==> run_1/power_grid.png <==
Scale bar: 20 um. Pins as bars on the die edge.
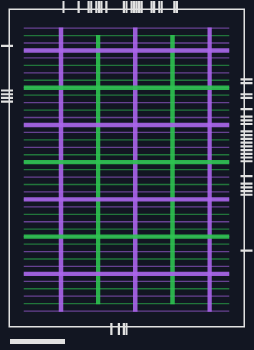
==> run_1/placement_by_type.png <==
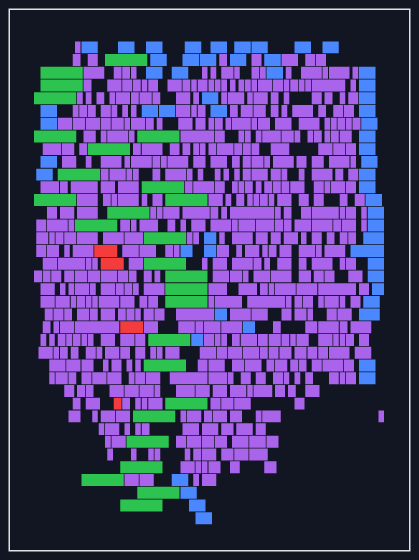
==> run_1/clk_routes.png <==
Scale bar: 20 um.
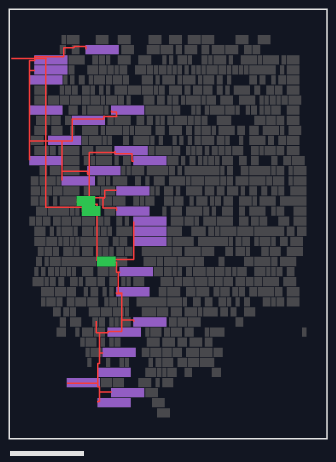
## config.mk

```make
export PLATFORM = sky130hd
export DESIGN_NAME = fft_stage_sequencer_flat
export DESIGN_NICKNAME = d
export VERILOG_FILES = /design/src/rtl/fft_stage_sequencer_if.sv /design/src/rtl/fft_stage_sequencer.sv /design/src/flat_wrapper.sv
export SDC_FILE = /design/constraint.sdc
export NUM_CORES = 1
export LEC_CHECK = 0
export CORE_ASPECT_RATIO = 1.4
export CORE_MARGIN = 5
export CORE_UTILIZATION = 60
export CTS_BUF_LIST = sky130_fd_sc_hd__clkbuf_2 sky130_fd_sc_hd__clkbuf_4 sky130_fd_sc_hd__clkbuf_8
export DETAILED_ROUTE_END_ITERATION = 16
export GPL_ROUTABILITY_DRIVEN = 0
export PLACE_DENSITY = 0.91
export SLEW_MARGIN = 20
export SYNTH_ARGS = -nofsm -noshare
export SYNTH_HDL_FRONTEND = slang
export SYNTH_SLANG_ARGS = --single-unit
```

## constraint.sdc

```tcl
create_clock -name i_clk -period 7.5 [get_ports i_clk]
set_input_delay 2.25 -clock i_clk [delete_from_list [all_inputs] [get_ports i_clk]]
set_output_delay 2.25 -clock i_clk [all_outputs]
set_load 0.05 [all_outputs]
```

## src/rtl/fft_stage_sequencer_if.sv

```systemverilog
// Start, butterfly-command and status bundle between the FFT stage sequencer
// and its bridge/datapath. The master modport is the sequencer side.
interface fft_stage_sequencer_if #(
   parameter int N_LOG2_MAX = 12
);
   logic                    i_START;
   logic [3:0]              i_LOG2N;
   logic                    o_BF_VALID;
   logic                    i_BF_READY;
   logic [N_LOG2_MAX-1:0]   o_BF_TOP;
   logic [N_LOG2_MAX-1:0]   o_BF_BOT;
   logic [N_LOG2_MAX-2:0]   o_TW_INDEX;
   logic                    o_BF_SWAP;
   logic                    i_BF_DONE;
   logic [3:0]              o_STAGE;
   logic                    o_BUSY;
   logic                    o_CALC_END;
   logic                    o_ERR;

   modport master (
      input  i_START, i_LOG2N, i_BF_READY, i_BF_DONE,
      output o_BF_VALID, o_BF_TOP, o_BF_BOT, o_TW_INDEX, o_BF_SWAP,
             o_STAGE, o_BUSY, o_CALC_END, o_ERR
   );

   modport slave (
      output i_START, i_LOG2N, i_BF_READY, i_BF_DONE,
      input  o_BF_VALID, o_BF_TOP, o_BF_BOT, o_TW_INDEX, o_BF_SWAP,
             o_STAGE, o_BUSY, o_CALC_END, o_ERR
   );
endinterface

```

## src/rtl/fft_stage_sequencer.sv

```systemverilog
// In-place radix-2 DIT FFT sequencer: issues butterfly commands stage by stage under a credit limit.
// Optional bit-reverse swap pass before stage 0 when FFT_SEQ_BITREV_EN is defined.
module fft_stage_sequencer #(
   parameter int N_LOG2_MAX      = 12,
   parameter int MAX_OUTSTANDING = 4
) (
   input  logic                          i_clk,
   input  logic                          i_rst,
   fft_stage_sequencer_if.master         bus
);
   localparam int         IW      = N_LOG2_MAX;
   localparam int         TW      = N_LOG2_MAX - 1;
   localparam logic [3:0] L_MAX   = 4'(N_LOG2_MAX);
   localparam logic [3:0] CREDITS = 4'(MAX_OUTSTANDING);

`ifdef FFT_SEQ_BITREV_EN
   typedef enum logic [2:0] {
      ST_IDLE, ST_ISSUE, ST_DRAIN, ST_DONE, ST_BITREV, ST_BR_DRAIN
   } state_e;
`else
   typedef enum logic [2:0] {
      ST_IDLE, ST_ISSUE, ST_DRAIN, ST_DONE
   } state_e;
`endif

   state_e          state_q, state_d;
   logic [3:0]      l_q, l_d;
   logic [3:0]      s_q, s_d;
   logic [IW-1:0]   k_q, k_d;
   logic [3:0]      out_q, out_d;
   logic            err_q, err_d;

   logic [3:0]      l_sat;
   logic [IW-1:0]   half, pos, grp, bf_top, bf_bot, n_half_m1;
   logic [3:0]      tw_shift;
   logic            last_stage, has_credit, issue_valid, xfer;
   logic [IW-1:0]   top_o, bot_o;
   logic [TW-1:0]   tw_o;
   logic            swap_o;

   assign l_sat      = (bus.i_LOG2N > L_MAX) ? L_MAX : bus.i_LOG2N;
   assign half       = IW'(1) << s_q;
   assign pos        = k_q & (half - IW'(1));
   assign grp        = k_q >> s_q;
   assign bf_top     = (grp << (s_q + 4'd1)) | pos;
   assign bf_bot     = bf_top + half;
   assign tw_shift   = l_q - 4'd1 - s_q;
   assign n_half_m1  = (IW'(1) << (l_q - 4'd1)) - IW'(1);
   assign last_stage = (s_q == l_q - 4'd1);
   assign has_credit = (out_q != CREDITS);

`ifdef FFT_SEQ_BITREV_EN
   logic [IW-1:0] n_m1, rev_k;
   logic          swap_needed;

   function automatic logic [IW-1:0] rev_bits(input logic [IW-1:0] v);
      logic [IW-1:0] r;
      for (int b = 0; b < IW; b++) r[b] = v[IW-1-b];
      return r;
   endfunction

   // Full-width reversal shifted down leaves the L-bit reversal of k.
   assign n_m1        = (IW'(1) << l_q) - IW'(1);
   assign rev_k       = rev_bits(k_q) >> (L_MAX - l_q);
   assign swap_needed = (k_q < rev_k);
   assign issue_valid = has_credit &&
                        ((state_q == ST_ISSUE) || ((state_q == ST_BITREV) && swap_needed));
`else
   assign issue_valid = has_credit && (state_q == ST_ISSUE);
`endif

   assign xfer = issue_valid && bus.i_BF_READY;

   // NOTE: every signal gets a default before the case so no latch is inferred.
   always_comb begin
      state_d = state_q;
      l_d     = l_q;
      s_d     = s_q;
      k_d     = k_q;
      err_d   = err_q;
      out_d   = out_q;
      top_o   = '0;
      bot_o   = '0;
      tw_o    = '0;
      swap_o  = 1'b0;

      case (state_q)
         ST_IDLE, ST_DONE: begin
            if (bus.i_START) begin
               l_d   = l_sat;
               s_d   = '0;
               k_d   = '0;
               err_d = 1'b0;
               out_d = '0;
`ifdef FFT_SEQ_BITREV_EN
               state_d = (l_sat == 4'd0) ? ST_DONE : ST_BITREV;
`else
               state_d = (l_sat == 4'd0) ? ST_DONE : ST_ISSUE;
`endif
            end
         end
         ST_ISSUE: begin
            top_o = bf_top;
            bot_o = bf_bot;
            tw_o  = TW'(pos << tw_shift);
            if (xfer) begin
               k_d = k_q + IW'(1);
               if (k_q == n_half_m1) state_d = ST_DRAIN;
            end
         end
         ST_DRAIN: begin
            if (out_q == 4'd0) begin
               if (last_stage) begin
                  state_d = ST_DONE;
               end else begin
                  s_d     = s_q + 4'd1;
                  k_d     = '0;
                  state_d = ST_ISSUE;
               end
            end
         end
`ifdef FFT_SEQ_BITREV_EN
         ST_BITREV: begin
            if (swap_needed) begin
               top_o  = k_q;
               bot_o  = rev_k;
               swap_o = 1'b1;
            end
            // Non-swap indices advance unconditionally; swap indices wait for the transfer.
            if (!swap_needed || xfer) begin
               if (k_q == n_m1) begin
                  k_d     = '0;
                  state_d = ST_BR_DRAIN;
               end else begin
                  k_d = k_q + IW'(1);
               end
            end
         end
         ST_BR_DRAIN: begin
            if (out_q == 4'd0) state_d = ST_ISSUE;
         end
`endif
         default: state_d = ST_IDLE;
      endcase

      if (xfer && !bus.i_BF_DONE)                       out_d = out_q + 4'd1;
      else if (!xfer && bus.i_BF_DONE && out_q != 4'd0) out_d = out_q - 4'd1;

      if (bus.i_BF_DONE && out_q == 4'd0) err_d = 1'b1;
   end

   // NOTE: sequential state uses non-blocking assignments so all flops update together.
   always_ff @(posedge i_clk or posedge i_rst) begin
      if (i_rst) begin
         state_q <= ST_IDLE;
         l_q     <= '0;
         s_q     <= '0;
         k_q     <= '0;
         out_q   <= '0;
         err_q   <= 1'b0;
      end else begin
         state_q <= state_d;
         l_q     <= l_d;
         s_q     <= s_d;
         k_q     <= k_d;
         out_q   <= out_d;
         err_q   <= err_d;
      end
   end

   assign bus.o_BF_VALID = issue_valid;
   assign bus.o_BF_TOP   = top_o;
   assign bus.o_BF_BOT   = bot_o;
   assign bus.o_TW_INDEX = tw_o;
   assign bus.o_BF_SWAP  = swap_o;
   assign bus.o_STAGE    = s_q;
   assign bus.o_CALC_END = (state_q == ST_DONE);
   assign bus.o_ERR      = err_q;
`ifdef FFT_SEQ_BITREV_EN
   assign bus.o_BUSY = (state_q == ST_ISSUE) || (state_q == ST_DRAIN) ||
                       (state_q == ST_BITREV) || (state_q == ST_BR_DRAIN);
`else
   assign bus.o_BUSY = (state_q == ST_ISSUE) || (state_q == ST_DRAIN);
`endif

endmodule

```

## src/flat_wrapper.sv

```systemverilog
// flat-port wrapper written by rule: the top's interface ports become plain ports
module fft_stage_sequencer_flat 
#(
   parameter int N_LOG2_MAX      = 12,
   parameter int MAX_OUTSTANDING = 4
)
  (i_clk, i_rst, bus_i_START, bus_i_LOG2N, bus_i_BF_READY, bus_i_BF_DONE, bus_o_BF_VALID, bus_o_BF_TOP, bus_o_BF_BOT, bus_o_TW_INDEX, bus_o_BF_SWAP, bus_o_STAGE, bus_o_BUSY, bus_o_CALC_END, bus_o_ERR);
  fft_stage_sequencer_if #(.N_LOG2_MAX(N_LOG2_MAX)) bus_i ();
  input  logic i_clk;
  input  logic i_rst;
  input wire logic [$bits(bus_i.i_START)-1:0] bus_i_START;
  input wire logic [$bits(bus_i.i_LOG2N)-1:0] bus_i_LOG2N;
  input wire logic [$bits(bus_i.i_BF_READY)-1:0] bus_i_BF_READY;
  input wire logic [$bits(bus_i.i_BF_DONE)-1:0] bus_i_BF_DONE;
  output wire logic [$bits(bus_i.o_BF_VALID)-1:0] bus_o_BF_VALID;
  output wire logic [$bits(bus_i.o_BF_TOP)-1:0] bus_o_BF_TOP;
  output wire logic [$bits(bus_i.o_BF_BOT)-1:0] bus_o_BF_BOT;
  output wire logic [$bits(bus_i.o_TW_INDEX)-1:0] bus_o_TW_INDEX;
  output wire logic [$bits(bus_i.o_BF_SWAP)-1:0] bus_o_BF_SWAP;
  output wire logic [$bits(bus_i.o_STAGE)-1:0] bus_o_STAGE;
  output wire logic [$bits(bus_i.o_BUSY)-1:0] bus_o_BUSY;
  output wire logic [$bits(bus_i.o_CALC_END)-1:0] bus_o_CALC_END;
  output wire logic [$bits(bus_i.o_ERR)-1:0] bus_o_ERR;
  assign bus_i.i_START = bus_i_START;
  assign bus_i.i_LOG2N = bus_i_LOG2N;
  assign bus_i.i_BF_READY = bus_i_BF_READY;
  assign bus_i.i_BF_DONE = bus_i_BF_DONE;
  assign bus_o_BF_VALID = bus_i.o_BF_VALID;
  assign bus_o_BF_TOP = bus_i.o_BF_TOP;
  assign bus_o_BF_BOT = bus_i.o_BF_BOT;
  assign bus_o_TW_INDEX = bus_i.o_TW_INDEX;
  assign bus_o_BF_SWAP = bus_i.o_BF_SWAP;
  assign bus_o_STAGE = bus_i.o_STAGE;
  assign bus_o_BUSY = bus_i.o_BUSY;
  assign bus_o_CALC_END = bus_i.o_CALC_END;
  assign bus_o_ERR = bus_i.o_ERR;
  fft_stage_sequencer #(.N_LOG2_MAX(N_LOG2_MAX), .MAX_OUTSTANDING(MAX_OUTSTANDING)) u_core (.i_clk(i_clk), .i_rst(i_rst), .bus(bus_i));
endmodule
```

==> Slide: Implementation Results, run 1 <==
Implementation Results

Final layout
  – Layout cells sized above 1: 7.339%
  – Largest reg by FF count: u_core.k_q
  – Max FFs per register: 12
  – Commonest non-fill, non-tap cells in the layout: 66 x nor2_1, 61 x nand2_1, 47 x clkdlybuf4s50_1, 37 x a21oi_1, 36 x o21ai_0

Floorplan
  – # rows: 38
  – Chip Width: 85.31 um
  – Die height: 115.4 um

Drt
  – Via density: 6.651
  – ANT nets after route: 0
  – Routed Wire Length: around 14,000 um
  – Post-route DRC: 0

Global route
  – Total GRT Usage: 27.10%
  – Vias in the first global route: roughly 4,800
  – Remaining Overflow, GRT: 0

Placed design
  – Placed cells: 750
  – Pre-CTS setup slack: roughly 0.53 ns
  – IO buf count: 51

Outcome
  – Outcome: complete, no violations

Critical path
  – Critical Path AT: approximately 5 ns
  – Setup Crit Path Kind: register to primary output
  – Setup crit end kind: primary output

Clock tree
  – Clock Path Buffers: 2
  – CTS Root Cell: clkbuf_8
  – CTS buffer count: 3
  – H-tree depth: 1

Yosys
  – Top area contributor share: 14.18%
  – Yosys stat chip area: 0.004763 mm^2
  – Area leader, netlist: dfrtp_1
  – Net count after synthesis: 680
  – Largest cells by area: dfrtp_1 14%, ha_1 8.9%, nor2_1 5.2%
  – Synth Seq Share: 14.18%
  – Cell Type Count: approximately 84

Timing
  – Final WS setup: 0.3237 ns
  – Final hold violation count: 0

Pwr
  – LEAKAGE: between 0.002 and 0.0025 uW
  – Flop+latch power: 241 uW
Notes on power_grid.png above:
colour	net
purple	VSS
green	VDD
rows	38
met5 straps	7
met1 rails	39
signal pins	53

Notes on placement_by_type.png above:
colour	class	cells	share of their area
blue	other buffers and delay cells	57	11%
purple	combinational and other logic	566	75%
red	clock drivers and dummy loads	4	0.90%
green	flops	27	13%
core area: 0.007750 mm^2
design area: 0.005283 mm^2

Notes on clk_routes.png above:
[purple] flip-flops | count: 27
[red] clock wires | length: 319 um
[green] clock drivers | count: 3
routed clock nets	4
worst-skew pair later-pin latency: 0.28 ns
skew final: 0.01445 ns

run 1: kinds of logic after synthesis:
kind of cell / after synthesis / share of synthesized area (%)
adders and majority gates: 36 / 9.772
muxes: 42 / 10.32
xor gates and xnor gates: 41 / 8.301
other: 1 / 0.07873
AOI/OAI and AO/OA: 165 / 24.14
buffers and inverters: 78 / 7.460
and+or+nand+nor: 245 / 25.74
DFF: 27 / 14.18
run 1: final timing paths:
check                                    endpoint  slack [ns]  cells after the start
worst min-delay path             u_core.bus.o_ERR        0.50                      2
worst max register to register  u_core.state_q[0]        3.41                     16
worst max-delay path              bus_o_BF_BOT[7]        0.32                     17
min in group asynchronous         u_core.out_q[2]        2.37                      2
max in group asynchronous           u_core.k_q[6]        4.67                      2
worst min register to register   u_core.bus.o_ERR        0.50                      2
run 1: per-layer routing:
layer / up-vias / part of all wire [%] / wire length, um / GRT usage [%]
met4: 0 / 6.6 / 895 / 17.32
met3: 83 / 6.5 / 889 / 2.916
met1: 2327 / 36 / 4930 / 29.10
met5: - / 0 / 0 / 0
met2: 282 / 51 / 6934 / 50.00
li1: 2323 / - / - / -
run 1: worst max-delay path, stage by stage (launching register included):
cell and delay [ns]:
dfrtp_1 0.59, buf_4 0.25, mux2_1 0.33, a222oi_1 0.42, and3_1 0.26, mux2i_1 0.13, a31o_2 0.31, ha_1 0.28
a21o_1 0.16, a21oi_1 0.21, o21ai_0 0.11, a21o_1 0.20, a21oi_1 0.20, inv_1 0.07, a21oi_1 0.17, xnor2_1 0.08
nor2_1 0.08, clkdlybuf4s50_1 0.81
run 1: cell type report:
type	count	area, um^2
Sequential cell	27	675.6
Clock inverter	1	5.005
Fill cell	617	2467
Clock buffer	3	41.29
Timing Repair Buffer	57	568.0
Inverter	36	135.1
Multi-Input combinational cell	530	3732
Tap cell	100	125.1
==> inputs of run 2 (changes only) <==
--- a/config.mk
+++ b/config.mk
@@ -11,6 +11,7 @@
 export CTS_BUF_LIST = sky130_fd_sc_hd__clkbuf_2 sky130_fd_sc_hd__clkbuf_4 sky130_fd_sc_hd__clkbuf_8
 export DETAILED_ROUTE_END_ITERATION = 16
 export GPL_ROUTABILITY_DRIVEN = 0
+export MAX_ROUTING_LAYER = met4
 export PLACE_DENSITY = 0.91
 export SLEW_MARGIN = 20
 export SYNTH_ARGS = -nofsm -noshare
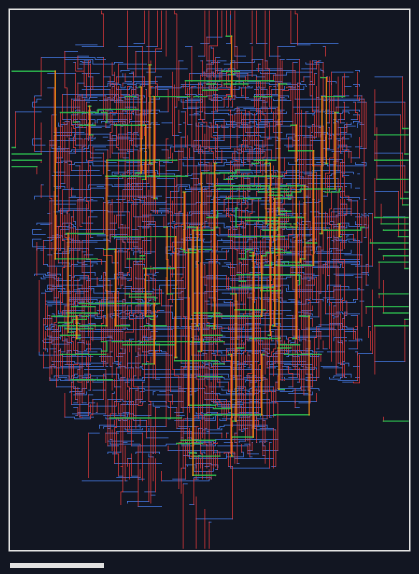
(run_2/wires.png)
Scale bar: 20 um.
colour	layer	wire length
orange	metal 4	896 um
green	metal 3	859 um
blue	metal 1	4,970 um
red	metal 2	6,970 um
Total GRT Usage: 27.91%
Routed Wire Length: 13,700 um
Wirelength per Cell: 18.18 um

==> run 2 against run 1 <==
Compared with the run above: non-clock buffer count stayed put; via count down 0.22%; synthesized area unchanged; critical path depth stayed put; global-route usage up 0.81 points; design area is the same; hold slack worse by 0.0020 ns; routed wire length increased by 0.40%; final cell count is the same; clock-buffer cell count unchanged; critical path type unchanged.
==> Slide: Implementation Results, run 2 <==
Implementation Results

Yosys
  – Ys cells: 635 (unchanged)
  – Most frequent cell after synthesis: nor2_1 (unchanged)
  – Largest cells by area: dfrtp_1 14%, ha_1 8.9%, nor2_1 5.2% (unchanged)
  – Cell Type Count: 84 (unchanged)
  – Top area contributor share: 14.18% (unchanged)
  – Yosys stat chip area: 0.004763 mm^2 (unchanged)
  – EDFF count, synth: 0 (unchanged)
  – Net count after synthesis: 680 (unchanged)
  – Area leader, netlist: dfrtp_1 (unchanged)
  – Synth Seq Share: 14.18% (unchanged)
  – Avg Cell Area, Syn: 7.501 um^2 (unchanged)

Drt
  – Via density: 6.637 (was 6.651)
  – Starting DRT DRC Count: 592 (was 584)
  – Drt first pass iters: 5 (was 6)
  – ANT nets after route: 0 (unchanged)
  – Post-route DRC: 0 (unchanged)

Pwr
  – Combinational Power Share: 63.5% (was 63.4%)
  – PD cells: 167.6 mW/mm^2 (was 167.7 mW/mm^2)
  – LEAKAGE: 0.002187 uW (unchanged)
  – Design Power: 885.2 uW (was 885.8 uW)
  – Seq pwr share: 27.2% (about the same)

Timing
  – Worst hold slack: 0.5024 ns (was 0.5044 ns)
  – Slew HR: 35.26% (was 35.68%)
  – Final hold violation count: 0 (unchanged)
  – Final WS setup: 0.3294 ns (was 0.3237 ns)
  – Minimum clock period: 7.171 ns (was 7.176 ns)
  – Setup TNS: 0 ns (unchanged)
  – Final Slew Violations: 0 (unchanged)
  – Number of setup violations in the final report: 0 (unchanged)

Outcome
  – Outcome: complete, no violations (unchanged)

Floorplan
  – Chip Width: 85.31 um (unchanged)
  – # rows: 38 (unchanged)
  – Die height: 115.4 um (unchanged)
  – Core area: 0.007750 mm^2 (unchanged)
  – Die Area: 0.009846 mm^2 (unchanged)
  – Top Ports: 53 (unchanged)

Critical path
  – Crit path depth: 17 (unchanged)
  – CP Capture Point: bus_o_BF_BOT[7] (unchanged)
  – Largest delay contributor family on the critical path: AND-OR/OR-AND gates (unchanged)
  – Setup Crit Path Kind: register to primary output (unchanged)
  – End of the worst register-to-register path: u_core.state_q[0] (unchanged)
  – Setup crit end kind: primary output (unchanged)
  – Critical Path AT: 4.92 ns (was 4.93 ns)
  – Crit-path max cell delay: 0.81 ns (about the same)
  – Critical path cell sequence: buf_4 > mux2_1 > a222oi_1 > and3_1 > mux2i_1 > a31o_2 > ha_1 > a21o_1 > a21oi_1 > o21ai_0 > a21o_1 > a21oi_1 > inv_1 > a21oi_1 > xnor2_1 > nor2_1 > clkdlybuf4s50_1 (unchanged)
  – Flop-to-flop setup slack: 3.44 ns (was 3.41 ns)
  – Crit path from: u_core.bus.o_STAGE[1] (unchanged)
  – Crit path max fanout: 10 (unchanged)
  – Critical path's most frequent cell: a21oi_1 (unchanged)
  – Reg-to-Reg Start: u_core.l_q[0] (unchanged)
  – R2r worst-path depth: 16 (unchanged)
  – Critical path's slowest cell: clkdlybuf4s50_1 (unchanged)
  – Crit path buffers/inverters: 3 (unchanged)

Final layout
  – Final core utilization: 68.16% (unchanged)
  – Largest reg by FF count: u_core.k_q (unchanged)
  – Max FFs per register: 12 (unchanged)
  – Final non-filler cell total: 754 (unchanged)
  – Design area: 0.005283 mm^2 (unchanged)
  – Fill count: 617 (unchanged)
  – Final net count: 700 (unchanged)
  – Most frequent logic cell in the layout: nor2_1 (unchanged)
  – Commonest non-fill, non-tap cells in the layout: 66 x nor2_1, 61 x nand2_1, 47 x clkdlybuf4s50_1, 37 x a21oi_1, 36 x o21ai_0 (unchanged)
  – Layout cells sized above 1: 7.339% (unchanged)

Global route
  – Vias in the first global route: 4,829 (was 4,822)
  – Remaining Overflow, GRT: 0 (unchanged)
  – Initial antenna violation count: 0 (unchanged)

Worst hold path
  – Hold-critical path depth: 2 (unchanged)
  – Hold EP: u_core.bus.o_ERR (unchanged)
  – Hold_sp: u_core.bus.o_ERR (unchanged)
  – Hold Crit Class: register to register (unchanged)

Clock tree
  – Clk slew on worst S/H paths: 0.10 ns (about the same)
  – Clock Sinks: 27 (unchanged)
  – CTS buffer count: 3 (unchanged)
  – Worst-skew pair later-pin latency: 0.28 ns (about the same)
  – CTS Root Cell: clkbuf_8 (unchanged)
  – Post-cts hold buffer count: 0 (unchanged)
  – Clock Path Buffers: 2 (unchanged)
  – H-tree depth: 1 (unchanged)

Placed design
  – Pre-CTS setup slack: 0.5288 ns (unchanged)
  – Placed cells: 750 (unchanged)
  – IO buf count: 51 (unchanged)
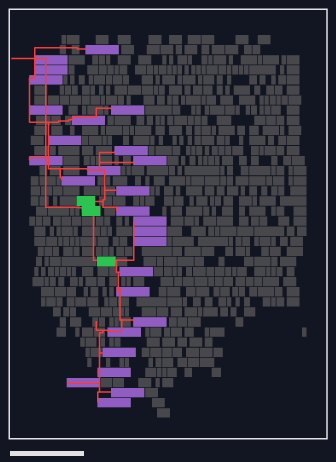
(run_2/clk_routes.png)
Scale bar: 20 um.
[purple] flip-flops | count: 27
[red] clock wires | length: 317 um
[green] clock drivers | count: 3
routed clock nets	4
Clock power frac: 9.3%
skew final: 0.01394 ns

run 2: cell counts in the layout (fill, tap and decap cells not counted):
No cell type changed its count.
run 2: power groups by stage:
stage                     Combinational, uW  Sequential, uW  Clock [uW]
after floorplan                         432             200           0
after global placement                  535             238           0
after detailed placement                554             241           0
after CTS                               558             237        83.5
after global routing                    601             246        90.1
final                                   562             241        82.5
run 2: layout make-up:
type / count / area, um^2 / area share [%]
clock buffers: 3 / 41.29 / 0.7816
inverters: 36 / 135.1 / 2.558
multi-input cells: 530 / 3732 / 70.65
flip-flops and latches: 27 / 675.6 / 12.79
repair buffers: 57 / 568.0 / 10.75
clock inverters: 1 / 5.005 / 0.09474
well taps: 100 / 125.1 / 2.369
run 2: cells by family (layout without fill, tap and decap cells):
| kind of cell | count (synthesis) | in the layout | synth area share (%) |
|---|---|---|---|
| and+or+nand+nor | 245 | 245 | 25.74 |
| AOI/OAI and AO/OA | 165 | 165 | 24.14 |
| buffers and inverters | 78 | 97 | 7.460 |
| muxes | 42 | 42 | 10.32 |
| xor gates and xnor gates | 41 | 41 | 8.301 |
| adders and majority gates | 36 | 36 | 9.772 |
| DFF | 27 | 27 | 14.18 |
| other | 1 | 1 | 0.07873 |
run 2: worst min-delay path: stages, from the launching register on:
cell and delay [ns]:
dfrtp_1 0.36, nand2_1 0.05, o21ai_0 0.06
run 2: what timing repair did:
action / CTS / global route
setup endpoints to repair: 0 / 2
gates resized: 0 / 2
setup buffers: 0 / 0
hold endpoints to repair: 0 / 0
run 2: metal layers:
metal | wire length (um) | vias up | GRT usage (%) | share of wire [%]
met5 | 0 | - | - | 0
met3 | 859 | 84 | 2.774 | 6.3
met2 | 6974 | 276 | 49.90 | 51
met4 | 895 | 0 | 17.32 | 6.5
li1 | - | 2322 | - | -
met1 | 4974 | 2322 | 29.23 | 36
Power and IR drop assume default switching activity.
